[src/rtl/scan_sel_sequencer_pkg.sv]
// Shared types and constants for the scan select sequencer: mode codes,
// FSM state encoding and the code range of the 4-bit select.
package scan_sel_sequencer_pkg;

    localparam logic [1:0] MODE_WRAP    = 2'b00;
    localparam logic [1:0] MODE_PP      = 2'b01;
    localparam logic [1:0] MODE_ONESHOT = 2'b10;

    localparam logic [3:0] SEL_MAX = 4'hF;
    localparam logic [3:0] SEL_MIN = 4'h0;

    typedef enum logic [1:0] {
        ST_IDLE = 2'd0,
        ST_RUN  = 2'd1,
        ST_DONE = 2'd2
    } state_t;

    // One step of the 4-bit code; natural 4-bit overflow gives the 15->0 / 0->15 wrap.
    function automatic logic [3:0] sel_step(input logic [3:0] sel, input logic down);
        return down ? (sel - 4'd1) : (sel + 4'd1);
    endfunction

endpackage

[src/rtl/scan_sel_sequencer_if.sv]
// Control/status bundle between a scan controller (master) and the
// sequencer (slave) that drives the decoder select lines.
interface scan_sel_sequencer_if #(
    parameter int DIV_W = 8
);
    logic             en;
    logic             dir;
    logic [1:0]       mode;
    logic [DIV_W-1:0] div;
    logic             load;
    logic [3:0]       load_val;
    logic [3:0]       sel;
    logic             tick;
    logic             done;
    logic             busy;

    modport master (
        output en, dir, mode, div, load, load_val,
        input  sel, tick, done, busy
    );

    modport slave (
        input  en, dir, mode, div, load, load_val,
        output sel, tick, done, busy
    );
endinterface

[src/rtl/tick_prescaler.sv]
// Rate divider: counts 0..div while enabled and flags a step on the cycle
// the count reaches (or passes) div.
module tick_prescaler #(
    parameter int DIV_W = 8
) (
    input  logic             clk,
    input  logic             rst,
    input  logic             clr,
    input  logic             en,
    input  logic [DIV_W-1:0] div,
    output logic             step
);

    logic [DIV_W-1:0] cnt;

    // >= rather than == so a div lowered below the current count fires at once.
    assign step = en && !clr && (cnt >= div);

    // NOTE: state registers use non-blocking assignments so every flop samples
    // pre-edge values regardless of process evaluation order.
    always_ff @(posedge clk) begin
        if (rst || clr || !en) begin
            cnt <= '0;
        end else if (step) begin
            cnt <= '0;
        end else begin
            cnt <= cnt + 1'b1;
        end
    end

endmodule

[src/rtl/scan_sel_sequencer.sv]
// Clocked, loadable 4-bit select source for a 4:16 decoder: steps the code at
// a programmable rate in wrap, ping-pong or one-shot mode.
module scan_sel_sequencer
    import scan_sel_sequencer_pkg::*;
#(
    parameter int         DIV_W    = 8,
    parameter logic [3:0] SEL_INIT = 4'h0
) (
    input logic                 clk,
    input logic                 rst,
    scan_sel_sequencer_if.slave bus
);

    state_t     state, state_nxt;
    logic [3:0] sel_q, sel_nxt;
    logic       pp_up, pp_up_nxt;
    logic       tick_q, tick_nxt;
    logic       done_q, done_nxt;
    logic       busy_q;
    logic       run_en;
    logic       step;
    logic [3:0] sel_term;

    assign run_en   = (state == ST_RUN) && bus.en;
    assign sel_term = bus.dir ? SEL_MIN : SEL_MAX;

    tick_prescaler #(.DIV_W(DIV_W)) u_prescaler (
        .clk  (clk),
        .rst  (rst),
        .clr  (bus.load),
        .en   (run_en),
        .div  (bus.div),
        .step (step)
    );

    // NOTE: every signal assigned here gets a default first, so no path through
    // the case/if tree can leave one unassigned and infer a latch.
    always_comb begin
        state_nxt = state;
        sel_nxt   = sel_q;
        pp_up_nxt = pp_up;
        tick_nxt  = 1'b0;
        done_nxt  = 1'b0;

        case (state)
            ST_IDLE: begin
                if (bus.en) state_nxt = ST_RUN;
            end
            ST_RUN: begin
                if (!bus.en) begin
                    state_nxt = ST_IDLE;
                end else if (step) begin
                    case (bus.mode)
                        MODE_PP: begin
                            tick_nxt = 1'b1;
                            // Reverse at the endpoint itself so 15 and 0 are never repeated.
                            if (pp_up && sel_q == SEL_MAX) begin
                                pp_up_nxt = 1'b0;
                                sel_nxt   = sel_q - 4'd1;
                            end else if (!pp_up && sel_q == SEL_MIN) begin
                                pp_up_nxt = 1'b1;
                                sel_nxt   = sel_q + 4'd1;
                            end else begin
                                sel_nxt = sel_step(sel_q, !pp_up);
                            end
                        end
                        MODE_ONESHOT: begin
                            if (sel_q == sel_term) begin
                                done_nxt  = 1'b1;
                                state_nxt = ST_DONE;
                            end else begin
                                tick_nxt = 1'b1;
                                sel_nxt  = sel_step(sel_q, bus.dir);
                                if (sel_nxt == sel_term) begin
                                    done_nxt  = 1'b1;
                                    state_nxt = ST_DONE;
                                end
                            end
                        end
                        default: begin
                            tick_nxt = 1'b1;
                            sel_nxt  = sel_step(sel_q, bus.dir);
                        end
                    endcase
                end
            end
            ST_DONE: begin
                if (!bus.en || bus.load) state_nxt = ST_IDLE;
            end
            default: state_nxt = ST_IDLE;
        endcase

        // Load overrides any step decided above in the same cycle.
        if (bus.load) begin
            sel_nxt   = bus.load_val;
            pp_up_nxt = 1'b1;
            tick_nxt  = 1'b0;
            done_nxt  = 1'b0;
        end
    end

    always_ff @(posedge clk) begin
        if (rst) begin
            state  <= ST_IDLE;
            sel_q  <= SEL_INIT;
            pp_up  <= 1'b1;
            tick_q <= 1'b0;
            done_q <= 1'b0;
            busy_q <= 1'b0;
        end else begin
            state  <= state_nxt;
            sel_q  <= sel_nxt;
            pp_up  <= pp_up_nxt;
            tick_q <= tick_nxt;
            done_q <= done_nxt;
            busy_q <= (state_nxt == ST_RUN);
        end
    end

    assign bus.sel  = sel_q;
    assign bus.tick = tick_q;
    assign bus.done = done_q;
    assign bus.busy = busy_q;

endmodule

[src/flat_wrapper.sv]
// flat-port wrapper written by rule: the top's interface ports become plain ports
module scan_sel_sequencer_flat import scan_sel_sequencer_pkg::*;
#(
    parameter int         DIV_W    = 8,
    parameter logic [3:0] SEL_INIT = 4'h0
)
  (clk, rst, bus_en, bus_dir, bus_mode, bus_div, bus_load, bus_load_val, bus_sel, bus_tick, bus_done, bus_busy);
  scan_sel_sequencer_if #(.DIV_W(DIV_W)) bus_i ();
  input logic clk;
  input logic rst;
  input wire logic [$bits(bus_i.en)-1:0] bus_en;
  input wire logic [$bits(bus_i.dir)-1:0] bus_dir;
  input wire logic [$bits(bus_i.mode)-1:0] bus_mode;
  input wire logic [$bits(bus_i.div)-1:0] bus_div;
  input wire logic [$bits(bus_i.load)-1:0] bus_load;
  input wire logic [$bits(bus_i.load_val)-1:0] bus_load_val;
  output wire logic [$bits(bus_i.sel)-1:0] bus_sel;
  output wire logic [$bits(bus_i.tick)-1:0] bus_tick;
  output wire logic [$bits(bus_i.done)-1:0] bus_done;
  output wire logic [$bits(bus_i.busy)-1:0] bus_busy;
  assign bus_i.en = bus_en;
  assign bus_i.dir = bus_dir;
  assign bus_i.mode = bus_mode;
  assign bus_i.div = bus_div;
  assign bus_i.load = bus_load;
  assign bus_i.load_val = bus_load_val;
  assign bus_sel = bus_i.sel;
  assign bus_tick = bus_i.tick;
  assign bus_done = bus_i.done;
  assign bus_busy = bus_i.busy;
  scan_sel_sequencer #(.DIV_W(DIV_W), .SEL_INIT(SEL_INIT)) u_core (.clk(clk), .rst(rst), .bus(bus_i));
endmodule
[config.mk]
export PLATFORM = sky130hd
export DESIGN_NAME = scan_sel_sequencer_flat
export DESIGN_NICKNAME = d
export VERILOG_FILES = /design/src/rtl/scan_sel_sequencer_pkg.sv /design/src/rtl/scan_sel_sequencer_if.sv /design/src/rtl/tick_prescaler.sv /design/src/rtl/scan_sel_sequencer.sv /design/src/flat_wrapper.sv
export SDC_FILE = /design/constraint.sdc
export NUM_CORES = 1
export LEC_CHECK = 0
export ABC_AREA = 1
export ABC_CLOCK_PERIOD_IN_PS = 1600
export CORE_MARGIN = 4
export CORE_UTILIZATION = 25
export DETAILED_ROUTE_END_ITERATION = 8
export DONT_BUFFER_PORTS = 1
export SYNTH_ARGS = -nofsm -noshare
export SYNTH_HDL_FRONTEND = slang
export SYNTH_SLANG_ARGS = --single-unit
[constraint.sdc]
create_clock -name clk -period 1.6 [get_ports clk]
set_input_delay 0.32 -clock clk [delete_from_list [all_inputs] [get_ports clk]]
set_output_delay 0.32 -clock clk [all_outputs]
set_load 0.01 [all_outputs]
Fig. 1: run 1, PDN straps and rails
Scale: 4 px per um. Pins as bars on the die edge.
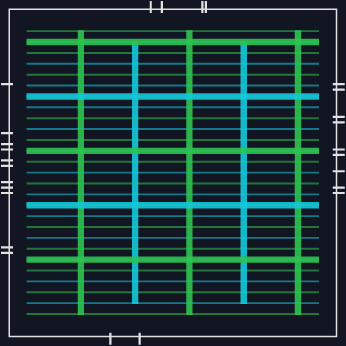
[VSS] green
[VDD] cyan
rows: 26
met4 straps: 5
met1 rails: 27
signal pins: 26
Die X: 81.45 um
maximum vdd drop: 0.3119 mV
die y size: 81.45 um
CORE AREA: 0.005172 mm2

Fig. 2: run 1, placed cells, one color a class
Scale: 3 px per um. Fill, decap, tap and diode cells in gray.
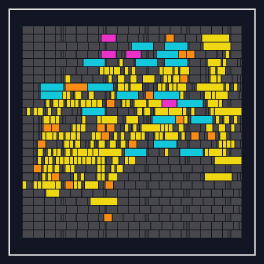
[flip-flops] cyan | cells: 18 | share of their area: 22%
[all other logic] yellow | cells: 190 | share of their area: 65%
[clock drivers and dummy loads] magenta | cells: 4 | share of their area: 3.1%
[other buffers and delay cells] orange | cells: 22 | share of their area: 10%
final core utilization: 35.75%
flop share of the area: 20.57%
Design Area, Final: 0.001849 mm2
# rows: 26

==> results_dict.tcl, run 1 <==
# implementation run metrics
set metrics [dict create \
    ys_warn_count 0 \
    rr_startpoint "u_core.u_prescaler.cnt[5]" \
    startpoint "u_core.u_prescaler.cnt[5]" \
    top_cell_area_share_pct 26.72 \
    leakagePower_nw 0.9303 \
    routed-wl-met2_mm 1.592 \
    final_cell_mix "48 x nand2_1, 30 x inv_1, 27 x nand3_1" \
    worstRegToRegCells 8 \
    status "finished, final reports clean" \
    met3_length_um 153 \
    highest_layer "met4" \
    whs_path_depth 1 \
    cts_buffer_depth 2 \
    fmax_ghz 0.6498 \
    drive_gt1_share_pct 30.77 \
    yosysChipArea_mm2 0.001349 \
    drtPass1Iterations 4 \
    dp_hpwl_mm 2.534 \
    maxCapViolCount 0 \
    finalSetupViolations 0 \
    cts-root-buf "clkbuf_8" \
    slew_headroom_pct 72.72 \
    yosysUniqueCellTypes 24 \
    end_kind "flop" \
    warnings 31 \
    worst-r2r-setup-slack_ns 0.06 \
    globalplace.congestion 0.8775 \
    worst_hold_path_type "in2reg" \
    use_met3_pct 3.180 \
    areaGrowthSynthToFinish_pct 37.11 \
    nFillCells 555 \
    min_to "u_core.bus.sel[1]" \
    worstPathArrival_ns 1.72 \
    start_kind "flop" \
    worstSkewPairLatency_ns 0.25 \
    use_met1_pct 12.71 \
]
Fig. 3: run 1, routed clock nets over the placement
Scale: 8 px per um.
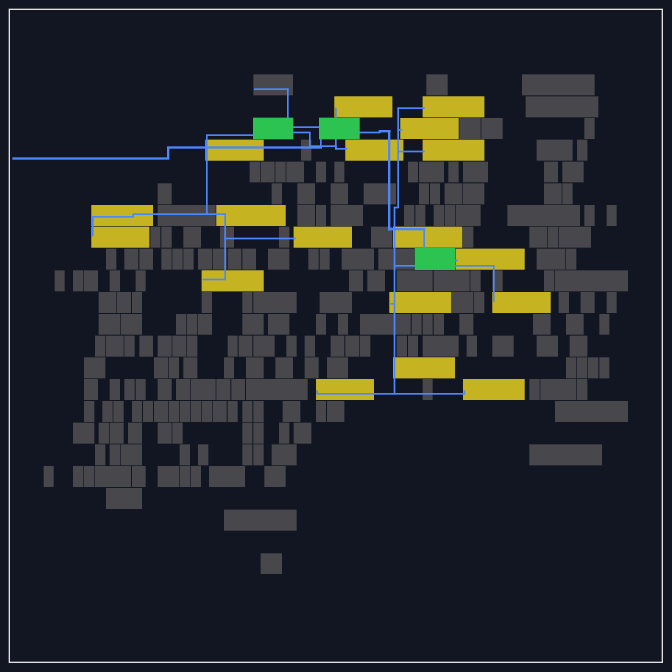
[clock wires] blue | length: 244 um
[flip-flops] yellow | count: 18
[cells driving clock nets] green | count: 3
routed clock nets: 4
Clock Skew: 0.001142 ns
Clock power frac: 34.1%
clk pwr: 370 uW

Fig. 4: run 1, routed metal, one color a layer
Scale: 4 px per um. Two of the layers only.
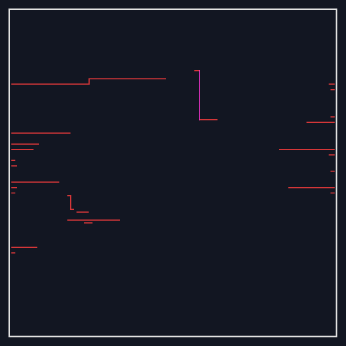
[met3] red | wire length: 154 um
[met4] magenta | wire length: 12.2 um
DRT Wirelength: 3.226 mm
drt wl/cell: 10.61 um
Total GRT Usage: 9.920%
Vias: 1,323

-- run 1: stage by stage --
stage	setup WS, ns	std cells	TNS (ns)	hold slack [ns]
floorplan	0.04113	210	0	0.3891
global placement	-0.06552	297	-0.2094	0.3922
detailed placement	-0.08311	297	-0.4460	0.3920
CTS	-0.01087	301	-0.03056	0.1100
global route	-0.07351	304	-0.3120	0.1088
finish	0.06104	304	0	0.1181
-- run 1: final cells by class --
class                           instances  area [um2]  area share [%]
Multi-Input combinational cell        156        1018           55.07
Sequential cell                        18       380.4           20.57
Timing Repair Buffer                   22       177.7           9.608
Inverter                               34       130.1           7.037
Clock buffer                            4       55.05           2.977
Tap cell                               70       87.58           4.736
-- run 1: critical path, delay by kind of cell, from the launching register on --
family / cells / cell delay [ns]
simple gates: 6 / 0.76
compound gates: 1 / 0.12
fa+ha+maj: 1 / 0.24
flops: 1 / 0.34
-- run 1: repair_timing --
action	in CTS	in global routing
setup endpoints to repair	8	17
gates resized	3	43
setup buffers	0	3
pin swaps	0	10
-- run 1: power breakdown --
part / leakage [nW] / total (mW) / switching, mW / internal, mW
registers: 0.152 / 0.466 / 0.0102 / 0.456
clock network: 0.0288 / 0.370 / 0.151 / 0.219
logic: 0.750 / 0.248 / 0.140 / 0.108
total: 0.930 / 1.08 / 0.301 / 0.783
-- run 1: kinds of logic after synthesis --
logic type                 count (synthesis)  synth area share, %
AOI/OAI and AO/OA                         12                5.009
xor gates and xnor gates                   4                2.598
adders and majority gates                 14                12.99
buffers and inverters                     36                10.67
DFF                                       18                26.72
and+or+nand+nor                          126                42.02
-- run 1: flip-flops by register name, indices dropped and copies added (netlist names) --
name	flops
u_core.bus.tick	1
u_core.bus.sel	4
u_core.bus.done	1
u_core.bus.busy	1
u_core.state	2
u_core.pp_up	1
u_core.u_prescaler.cnt	8
Fig. 5: run 1, placed standard cells
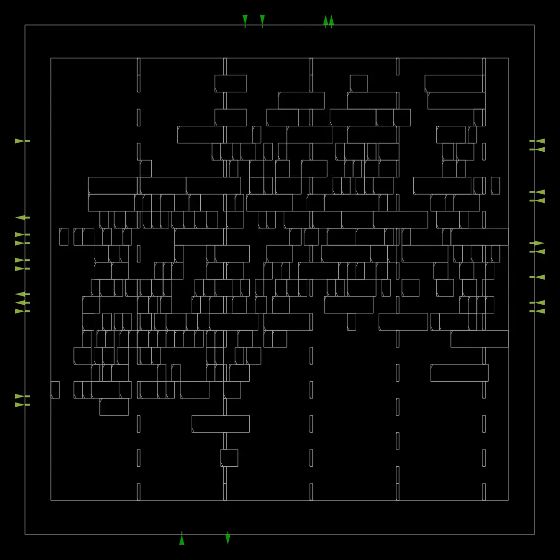

==> run 2: changes to the inputs <==
--- a/config.mk
+++ b/config.mk
@@ -8,5 +8,4 @@
 export ABC_AREA = 1
 export ABC_CLOCK_PERIOD_IN_PS = 1600
-export CORE_MARGIN = 4
 export CORE_UTILIZATION = 25
 export DETAILED_ROUTE_END_ITERATION = 8
==> constraint.sdc (replaced) <==
create_clock -name clk -period 1.6 [get_ports clk]
set_input_delay 0.32 -clock clk [delete_from_list [all_inputs] [get_ports clk]]
set_output_delay 0.32 -clock clk [all_outputs]
set_load 0.1 [all_outputs]
Fig. 6: run 2, placed standard cells
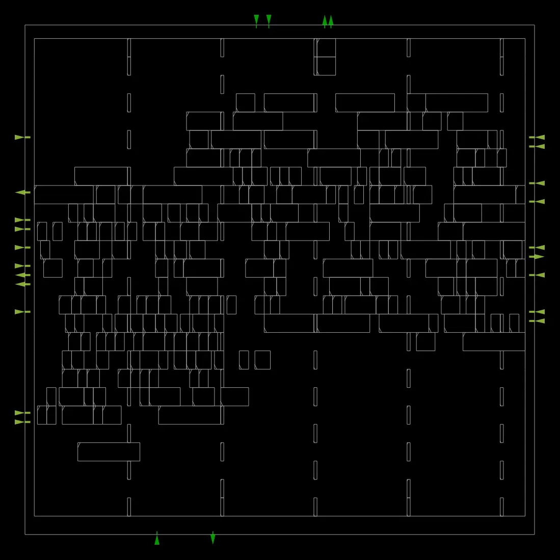
Layout Cells excl Fill: 300
flop share of the area: 21.18%
final core utilization: 34.93%
Flops: 18

Fig. 7: run 2, PDN straps and rails
Scale: 4 px per um. Pins as bars on the die edge.
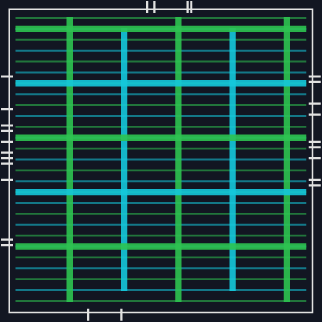
[VDD] cyan
[VSS] green
met1 rails: 27
signal pins: 26
die y size: 75.45 um
CORE AREA: 0.005140 mm2
maximum vdd drop: 0.4357 mV
Die X: 75.45 um

==> results_dict.tcl, run 2 <==
# implementation run metrics
set metrics [dict create \
    worst_slack_ns 0.006923 \
    rr_startpoint "u_core.u_prescaler.cnt[5]" \
    largest_reg_flops 8 \
    status "finished, final reports clean" \
    end_kind "flop" \
    dp_slack_ns -0.09775 \
    num_rows 26 \
    yosysChipArea_mm2 0.001349 \
    min_to "u_core.bus.sel[1]" \
    ys_warn_count 0 \
    drtPass1Iterations 4 \
    routedWlPerCell_um 9.997 \
    dp_hpwl_mm 2.303 \
    postCtsSetupBuffers 0 \
    maxCapViolCount 0 \
    slew_headroom_pct 78.11 \
    top_cell_area_share_pct 26.72 \
    worstRegToRegCells 11 \
    wl_mm 2.999 \
    areaGrowthSynthToFinish_pct 33.12 \
    setup_tns_ns 0 \
    top_register "u_core.u_prescaler.cnt" \
    ys_sh_mux_pct 0 \
    synthAoiAreaFrac_pct 5.009 \
    start_kind "flop" \
    whs_path_depth 1 \
    cts-root-buf "clkbuf_8" \
    vias 1337 \
    synthTopCellsByCount "56 x nand2_1, 34 x inv_1, 28 x nand3_1" \
    xor_share_pct 2.597 \
    worstPathArrival_ns 1.74 \
    post_cts_resized 2 \
    leakagePower_nw 0.9050 \
    worst-r2r-setup-slack_ns 0.007 \
    fmax_ghz 0.6277 \
    top_logic_kind "simple AND/OR/NAND/NOR gates" \
    holdWs_ns 0.1245 \
    globalplace.congestion 0.8720 \
    grt_use_total_pct 10.34 \
    finalClockSkew_ns 0.003065 \
    finish.instance_area_mm2 0.001795 \
    yosysUniqueCellTypes 24 \
]
## run 2: cell counts after synthesis
No cell type changed its count.
## run 2: how the worst max path moves through the flow
stage | depth (start not counted) | slack (ns) | to | start
2_1_floorplan | 10 | -0.008 | u_core.bus.sel[2] | u_core.bus.sel[0]
3_3_place_gp | 10 | -0.07 | u_core.bus.busy | bus_div[7]
3_5_place_dp | 10 | -0.1 | u_core.bus.busy | bus_div[7]
4_1_cts | 9 | -0.01 | u_core.state[0] | u_core.u_prescaler.cnt[7]
5_1_grt | 11 | -0.08 | u_core.state[1] | u_core.u_prescaler.cnt[5]
6_report | 11 | 0.007 | u_core.state[1] | u_core.u_prescaler.cnt[5]
## run 2: cell type report
type | count | area, um2
Inverter | 34 | 130.1
Tap cell | 70 | 87.58
Multi-Input combinational cell | 156 | 1007
Fill cell | 574 | 3344
Timing Repair Buffer | 18 | 135.1
Sequential cell | 18 | 380.4
Clock buffer | 4 | 55.05
## run 2: where the power goes
group / internal, mW / switching [mW]
combinational: 0.0937 / 0.186
sequential: 0.457 / 0.0217
clock: 0.218 / 0.143
total: 0.769 / 0.350
## run 2: stage by stage
stage          power (mW)  cells
6_report            1.119    300
5_1_grt             1.184    300
4_1_cts             1.095    295
3_5_place_dp       0.7334    291
3_3_place_gp       0.7330    291
2_1_floorplan      0.6865    210
## run 2: metal layers
layer	track usage, %	wire length [um]	part of all wire [%]
met5	0	0	0
met4	2.469	20	0.67
met3	2.513	121	4.0
met2	17.56	1418	47
met1	13.22	1439	48
## run 2: critical path, delay by kind of cell (launching register included)
kind	cells	cell delay, ns
fa+ha+maj	1	0.25
flops	1	0.36
simple gates	8	0.69
compound gates	1	0.13
buf+inv	1	0.07
Power figures rest on the tool's default switching activity, not on a simulated workload.
